==> run_1/detail.png <==
Bar = 5 µm. Window x 93 to 113, y 135 to 155 µm. Cells in gray, sequential cells in the stronger gray; small squares are vias.
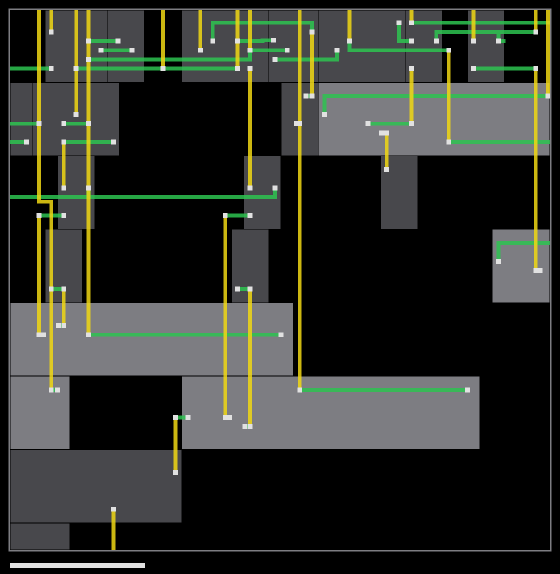
==> run_1/logic_types.png <==
Bar = 50 µm.
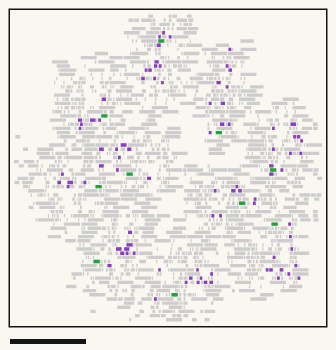
==> run_1/wires.png <==
Bar = 50 µm.
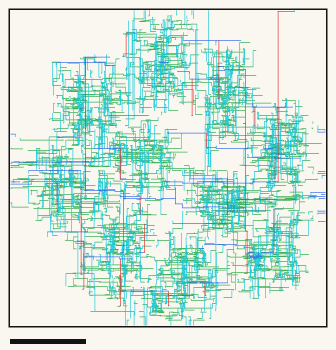
==> run_1/flops_by_reg.png <==
Bar = 50 µm.
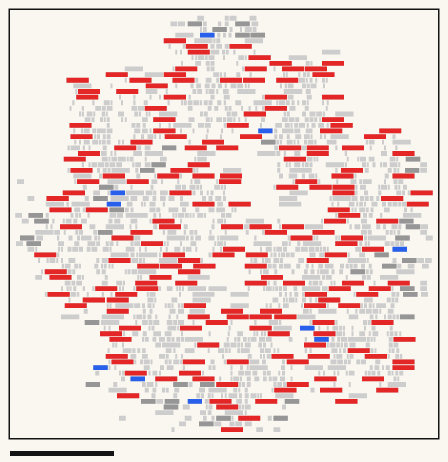
==> config.mk <==
export PLATFORM = sky130hd
export DESIGN_NAME = sw_debounce
export DESIGN_NICKNAME = d
export VERILOG_FILES = /design/src/rtl/sw_debounce.sv
export SDC_FILE = /design/constraint.sdc
export NUM_CORES = 1
export LEC_CHECK = 0
export CAP_MARGIN = 0
export CORE_MARGIN = 2
export CORE_UTILIZATION = 30
export CTS_CLUSTER_DIAMETER = 30
export CTS_CLUSTER_SIZE = 25
export DETAILED_ROUTE_END_ITERATION = 12
export SETUP_SLACK_MARGIN = 0.02
export SYNTH_ARGS = -nofsm -noshare
export SYNTH_HDL_FRONTEND = slang
export SYNTH_SLANG_ARGS = --single-unit
==> constraint.sdc <==
create_clock -name CLOCK_50 -period 4.85 [get_ports CLOCK_50]
set_input_delay 0.7275 -clock CLOCK_50 [delete_from_list [all_inputs] [get_ports CLOCK_50]]
set_output_delay 0.7275 -clock CLOCK_50 [all_outputs]
set_load 0.005 [all_outputs]
==> qor.yml, run 1 <==
status:
  status: "completed"
pwr:
  cellInternalPower_w: 0.00558
  pg_comb_w: 0.000168
cells_and_area:
  nonClkBufAreaFrac: 0.0258
  nFillCells: 3956
  top_area_cell_class: "flip-flops and latches"
  buffers_excl_clock: 43
  final_area_um2: 16300
final_timing:
  finalCritPeriodShare: 0.516
  holdWs_ps: 433
  tightest_slew_ps: 1240
  hold_viol: 0
job:
  warning_count: 26
placed_design:
  post_dp_cell_area_um2: 14000
  post-dp-hpwl_um: 16400
yosys:
  top_area_cell: "edfxtp_1"
  synth_adder_area_share: 0.0102
  ys_ff: 240
  async_reset_ff_frac: 0
detailed_routing:
  via_per_inst: 4.52
  wl_met1_um: 11300
  drt_first_iter_violations: 586
  ant_nets: 0
die:
  core_area_um2: 40600
global_routing:
  grt_max_degree: 32
clock_tree:
  clk_pin_slew_ps: 40
About detail.png:
Yellow stands for metal 2. Green stands for metal 1.
18 logic cells have their middle in the window. Most frequent: nor2_1 (4). Sequential cells in the window: 3.

About logic_types.png:
Purple stands for and/or cells, cells 89, where widely spread. Green stands for fa/ha/maj cells, cells 10.
logic share of the area: 0.371
fin cells: 2023

About wires.png:
Cyan stands for metal 2, wire length 11200 µm. Red stands for metal 4, wire length 752 µm. Green stands for metal 1, wire length 11300 µm. Blue stands for metal 3, wire length 1120 µm.
Vias: 9154
drt wl/cell: 12.0 µm
GRT Total Usage: 0.120

About flops_by_reg.png:
Red stands for cnt, placed flops 190, where widely spread. Blue stands for s2, placed flops 10.
Another 40 sequential cells are not colored.
seq pwr: 0.00240 W
FF/Latch Area: 6710 µm²
flop share of the area: 0.411
Layout Utilization: 0.401

==> run_1/congestion.png <==
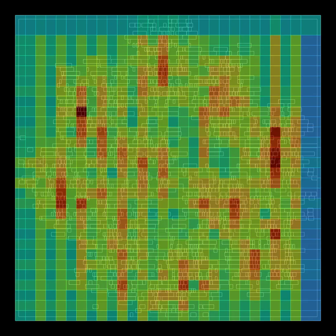

==> run 2, diff against run 1 <==
- clock period: 4.85 -> 2.5 ns (I/O delays scaled with it)
==> run_2/congestion.png <==
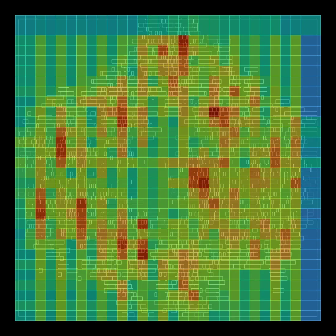
GR Layer Usage met1: 0.149
met2 Use GR: 0.194
GRT Total Usage: 0.120
global route hottest layer: met2

==> qor.yml, run 2 <==
cells_and_area:
  seq_area_frac: 0.405  # -0.00563
  final_cells: 2048  # +1.2%
  buffers_excl_clock: 67  # +56%
  nFillCells: 3890  # -1.7%
  final_core_util: 0.407  # +0.00557
  sh_comb_area: 0.366  # -0.00508
  regArea_um2: 6710  # unchanged
  top_area_cell_class: "flip-flops and latches"
status:
  status: "completed"
pwr:
  pg_comb_w: 0.000348  # +110%
  seq_cell_power_w: 0.00466  # +94%
placed_design:
  post_dp_cell_area_um2: 14100  # +1.3%
  post-dp-hpwl_um: 17000  # +3.6%
job:
  warning_count: 26  # unchanged
yosys:
  top_area_cell: "edfxtp_1"
  synth_adder_area_share: 0.0102  # unchanged
clock_tree:
  clk_pin_slew_ps: 40  # about the same
final_timing:
  holdWs_ps: 360  # -72.6 ps
  tightest_slew_ps: 642  # -594 ps
detailed_routing:
  via_per_inst: 4.58  # +1.3%
  drt_first_iter_violations: 455  # -22%
  vias: 9386  # +2.5%
  wl_met1_um: 11500  # +1.7%
==> run_2/detail.png <==
Bar = 5 µm. Window x 93 to 113, y 135 to 155 µm. Cells in gray, sequential cells in the stronger gray; small squares are vias.
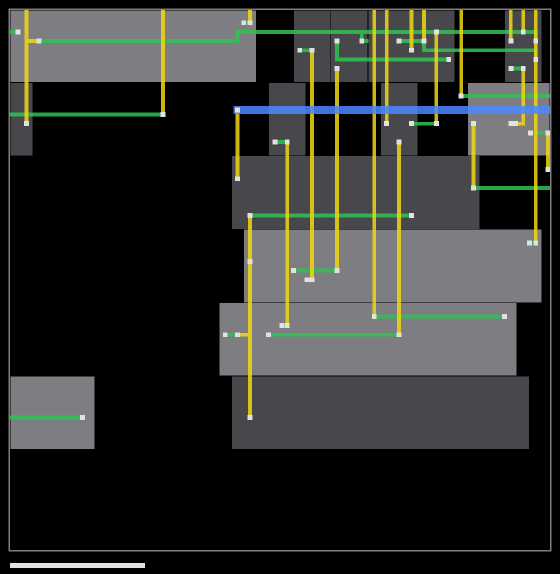
Green stands for metal 1. Blue stands for metal 3. Yellow stands for metal 2.
Sequential cells in the window: 3. 12 logic cells have their middle in the window. Most frequent: nor2_1 (4), edfxtp_1 (3), conb_1 (2).

Power and IR drop assume default switching activity.
